<file path="src/rtl/sap_control_sequencer.sv">
// SAP-1 style control sequencer: steps fetch/execute T-states, decodes the opcode
// and issues the per-cycle control word, keeping its own Zero/Carry flag register.
module sap_control_sequencer (
    input  logic       clk,
    input  logic       rst,
    input  logic [3:0] opcode,
    input  logic [1:0] alu_flags,
    output logic [1:0] alu_op,
    output logic       alu_out,
    output logic       pc_out,
    output logic       pc_inc,
    output logic       pc_load,
    output logic       mar_in,
    output logic       ram_out,
    output logic       ram_in,
    output logic       ir_in,
    output logic       ir_out,
    output logic       a_in,
    output logic       a_out,
    output logic       b_in,
    output logic       out_in,
    output logic       zero_flag,
    output logic       carry_flag,
    output logic [2:0] tstate,
    output logic       halted
);

    typedef enum logic [2:0] {
        T0 = 3'd0,
        T1 = 3'd1,
        T2 = 3'd2,
        T3 = 3'd3,
        T4 = 3'd4
    } tstate_e;

    localparam logic [3:0] OP_NOP = 4'b0000;
    localparam logic [3:0] OP_LDA = 4'b0001;
    localparam logic [3:0] OP_ADD = 4'b0010;
    localparam logic [3:0] OP_SUB = 4'b0011;
    localparam logic [3:0] OP_STA = 4'b0100;
    localparam logic [3:0] OP_LDI = 4'b0101;
    localparam logic [3:0] OP_JMP = 4'b0110;
    localparam logic [3:0] OP_JC  = 4'b0111;
    localparam logic [3:0] OP_JZ  = 4'b1000;
    localparam logic [3:0] OP_INC = 4'b1001;
    localparam logic [3:0] OP_DCR = 4'b1010;
    localparam logic [3:0] OP_OUT = 4'b1110;
    localparam logic [3:0] OP_HLT = 4'b1111;

    localparam logic [1:0] ALU_ADD = 2'b00;
    localparam logic [1:0] ALU_SUB = 2'b01;
    localparam logic [1:0] ALU_INC = 2'b10;
    localparam logic [1:0] ALU_DCR = 2'b11;

    tstate_e tstate_q, tstate_d;
    logic    halted_q, halted_d;
    logic    zero_q, zero_d;
    logic    carry_q, carry_d;

    always_ff @(posedge clk) begin
        if (rst) begin
            tstate_q <= T0;
            halted_q <= 1'b0;
            zero_q   <= 1'b0;
            carry_q  <= 1'b0;
        end else begin
            tstate_q <= tstate_d;
            halted_q <= halted_d;
            zero_q   <= zero_d;
            carry_q  <= carry_d;
        end
    end

    // Each instruction returns to T0 after its last step; HLT parks the counter at T2.
    always_comb begin
        tstate_d = tstate_q;
        halted_d = halted_q;
        zero_d   = zero_q;
        carry_d  = carry_q;
        if (!halted_q) begin
            case (tstate_q)
                T0: tstate_d = T1;
                T1: tstate_d = T2;
                T2: begin
                    case (opcode)
                        OP_LDA, OP_ADD, OP_SUB, OP_STA: tstate_d = T3;
                        OP_HLT: halted_d = 1'b1;
                        OP_INC, OP_DCR: begin
                            zero_d   = alu_flags[1];
                            carry_d  = alu_flags[0];
                            tstate_d = T0;
                        end
                        default: tstate_d = T0;
                    endcase
                end
                T3: begin
                    if (opcode == OP_ADD || opcode == OP_SUB) begin
                        tstate_d = T4;
                    end else begin
                        tstate_d = T0;
                    end
                end
                T4: begin
                    zero_d   = alu_flags[1];
                    carry_d  = alu_flags[0];
                    tstate_d = T0;
                end
                default: tstate_d = T0;
            endcase
        end
    end

    always_comb begin
        alu_op  = ALU_ADD;
        alu_out = 1'b0;
        pc_out  = 1'b0;
        pc_inc  = 1'b0;
        pc_load = 1'b0;
        mar_in  = 1'b0;
        ram_out = 1'b0;
        ram_in  = 1'b0;
        ir_in   = 1'b0;
        ir_out  = 1'b0;
        a_in    = 1'b0;
        a_out   = 1'b0;
        b_in    = 1'b0;
        out_in  = 1'b0;
        if (!rst && !halted_q) begin
            case (tstate_q)
                T0: begin
                    pc_out = 1'b1;
                    mar_in = 1'b1;
                end
                T1: begin
                    ram_out = 1'b1;
                    ir_in   = 1'b1;
                    pc_inc  = 1'b1;
                end
                T2: begin
                    case (opcode)
                        OP_LDA, OP_ADD, OP_SUB, OP_STA: begin
                            ir_out = 1'b1;
                            mar_in = 1'b1;
                        end
                        OP_LDI: begin
                            ir_out = 1'b1;
                            a_in   = 1'b1;
                        end
                        OP_JMP: begin
                            ir_out  = 1'b1;
                            pc_load = 1'b1;
                        end
                        OP_JC: begin
                            ir_out  = 1'b1;
                            pc_load = carry_q;
                        end
                        OP_JZ: begin
                            ir_out  = 1'b1;
                            pc_load = zero_q;
                        end
                        OP_INC: begin
                            alu_op  = ALU_INC;
                            alu_out = 1'b1;
                            a_in    = 1'b1;
                        end
                        OP_DCR: begin
                            alu_op  = ALU_DCR;
                            alu_out = 1'b1;
                            a_in    = 1'b1;
                        end
                        OP_OUT: begin
                            a_out  = 1'b1;
                            out_in = 1'b1;
                        end
                        default: ;
                    endcase
                end
                T3: begin
                    case (opcode)
                        OP_LDA: begin
                            ram_out = 1'b1;
                            a_in    = 1'b1;
                        end
                        OP_ADD, OP_SUB: begin
                            ram_out = 1'b1;
                            b_in    = 1'b1;
                        end
                        OP_STA: begin
                            a_out  = 1'b1;
                            ram_in = 1'b1;
                        end
                        default: ;
                    endcase
                end
                T4: begin
                    alu_op  = (opcode == OP_SUB) ? ALU_SUB : ALU_ADD;
                    alu_out = 1'b1;
                    a_in    = 1'b1;
                end
                default: ;
            endcase
        end
    end

    assign tstate     = tstate_q;
    assign halted     = halted_q;
    assign zero_flag  = zero_q;
    assign carry_flag = carry_q;

endmodule
</file>
<file path="config.mk">
export PLATFORM = sky130hd
export DESIGN_NAME = sap_control_sequencer
export DESIGN_NICKNAME = d
export VERILOG_FILES = /design/src/rtl/sap_control_sequencer.sv
export SDC_FILE = /design/constraint.sdc
export NUM_CORES = 1
export LEC_CHECK = 0
export CAP_MARGIN = 20
export CORE_MARGIN = 3
export CORE_UTILIZATION = 44
export CTS_CLUSTER_DIAMETER = 60
export CTS_CLUSTER_SIZE = 25
export DETAILED_ROUTE_END_ITERATION = 8
export HOLD_SLACK_MARGIN = 0.08
export PLACE_DENSITY = 0.81
export SLEW_MARGIN = 20
export SYNTH_ARGS = -nofsm -noshare
export SYNTH_HDL_FRONTEND = slang
export SYNTH_SLANG_ARGS = --single-unit
</file>
<file path="constraint.sdc">
create_clock -name clk -period 1.95 [get_ports clk]
set_input_delay 0.195 -clock clk [delete_from_list [all_inputs] [get_ports clk]]
set_output_delay 0.195 -clock clk [all_outputs]
set_load 0.005 [all_outputs]
</file>
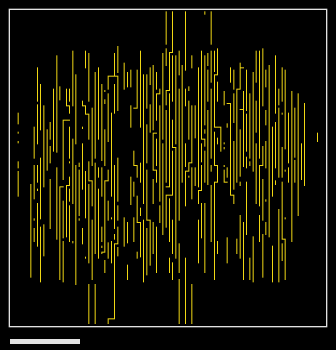
*The metal 2 layer*
Scale bar: 10 um.
- share of all routed wire: 50%
- main direction: vertical
- nets with wire on the layer: 147
- wire length on this layer: 1510 um

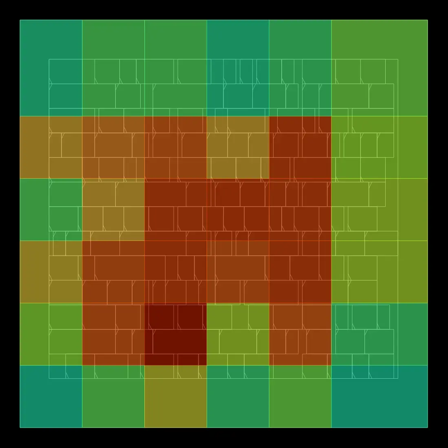
*Track usage over the die*
wire length per cell: 18.0 um
Global Route met2 Usage: 0.520
utilization after layout: 0.912

==> flow_summary_export.csv <==
group,metric,value,unit
status,status,"finished clean",
pwr,cellPowerDensity,369,nW/um^2
synth,top_cell_area_share,0.178,
synth,syn_avg_cell_area,6.88,um^2
clock_network,insertion_delay,0.24,ns
setup_path,ff2ff_path_depth,7,
final_layout,stdcell_area,1250,um^2
global_routing,grt-busiest-layer,"met2",
floorplanning,die_h,45.2,um
setup_path,critical-path-top-delay-family,"buffers and inverters",
job,cap_violations,0,
synth,synthAoiAreaFrac,0.262,
final_layout,inv_count,2,
setup_path,path_cells,"clkdlybuf4s50_1, buf_4, nor2_4, nand4b_1, nor2_1, clkdlybuf4s50_1",
global_routing,grt_usage,0.297,
setup_path,endpoint_kind,"output pin",
setup_path,crit_path_frequent_cell,"clkdlybuf4s50_1",
synth,topCombFamilyByArea,"simple AND/OR/NAND/NOR gates",
clock_network,cts_root_buf,"clkbuf_4",
synth,flop_cell,"dfxtp_1",
sta,fmax,515,MHz
synth,synth_stat.cells,98,
global_routing,overflow,0,
setup_path,reg2reg_slack,0.43,ns
setup_path,worstPathRequired,1.75,ns
route,route.detailed.drc,0,
pwr,p_seq_frac,0.300,
route,dr.first_iter.drc_count,77,
final_layout,sh_comb_area,0.455,
synth,synthCells,98,
setup_path,crit_cells,6,
synth,synth.cell_area,674,um^2
sta,setup_viol,0,
floorplanning,rows,13,
sta,worst_hold_slack,0.580,ns
route,drt_first_pass_iters,4,
sta,slew_violations,0,
synth,async_flop_share,0,
clock_network,clock-sinks,6,
route,wl_met3,253,um
clock_network,cts.reportedPaths.clkPinSlew,0.04,ns
setup_path,cp.buffers_inverters,3,
setup_path,critPathMaxFanout,8,
sta,finalHoldViolCount,0,
synth,topCellsByArea,"dfxtp_1, nor2_1, a21oi_1",
final_layout,design.seq.count,6,
final_layout,final-clk-cell-share,0.0181,
final_layout,largest_reg_flops,3,
final_layout,final_nets,161,
placement,globalplace.congestion,0.920,
synth,ys.flops,6,
global_routing,grtUsageMet1,0.364,
route,totalWireLength,3000,um
final_layout,flop_area,123,um^2
setup_path,crit_end,"b_in",
sta,finalCritPeriodShare,0.995,
route,vias_per_cell,6.25,
synth,simple_gate_area_frac,0.434,
pwr,leakagePower,0.582,nW
final_layout,fill_cells,63,
global_routing,grtUsageMet3,0.0398,
floorplanning,pin_count,29,
synth,adder_share,0,
pwr,p_comb_frac,0.446,
setup_path,startpoint_type,"input port",
synth,top_cells_by_count,"nor2_1, a21oi_1, nand2_1",
floorplanning,fp_util,0.494,
synth,synthDistinctLibCells,36,
placement,dpl_cell_area,1120,um^2
synth,ys.warnings.count,0,
synth,yosysMostFrequentCell,"nor2_1",
final_layout,layout-drive-gt1-share,0.377,
sta,worst_clock_skew,0.00314,ns
final_layout,sh_seq_area,0.0984,
final_layout,comb_area,567,um^2
pwr,netSwitchingFraction,0.333,
global_routing,grt_pass1_vias,960,
final_layout,syn2layout_area_growth,84.8,%
setup_path,worstPathArrival,1.75,ns
floorplanning,fp.dieW,45.2,um
synth,postSynthSeqShare,0.178,
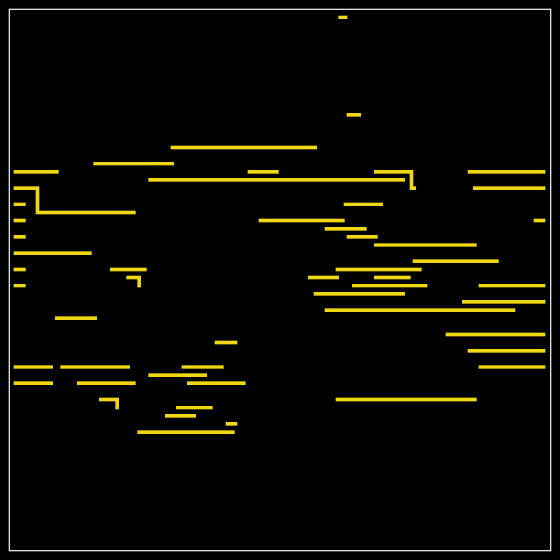
*Metal 3*
- main direction: horizontal
- longest straight run: 21.2 um
- wire length on this layer: 253 um
- share of all routed wire: 8.5%

[power groups by stage]
stage	clock network, mW	logic, mW	registers, mW
detailed placement	0	0.181	0.136
global route	0.129	0.217	0.139
floorplan	0	0.0824	0.135
global placement	0	0.176	0.136
CTS	0.118	0.188	0.134
finish	0.117	0.205	0.138
[through the flow]
| step | setup TNS [ns] | setup slack [ns] |
|---|---|---|
| floorplan | 0 | 0.472 |
| global placement | -2.10 | -0.259 |
| detailed placement | -2.76 | -0.363 |
| CTS | -0.0439 | -0.0439 |
| global route | -0.00739 | -0.00739 |
| finish | 0 | 0.00904 |
[what timing repair did]
item | in CTS | in global routing
endpoints found under the setup margin | 14 | 10
hold buffers | 0 | 0
cloned | 0 | 0
pin swaps | 3 | 6
buffers inserted | 3 | 2
resized | 27 | 17
Power and IR drop assume default switching activity.
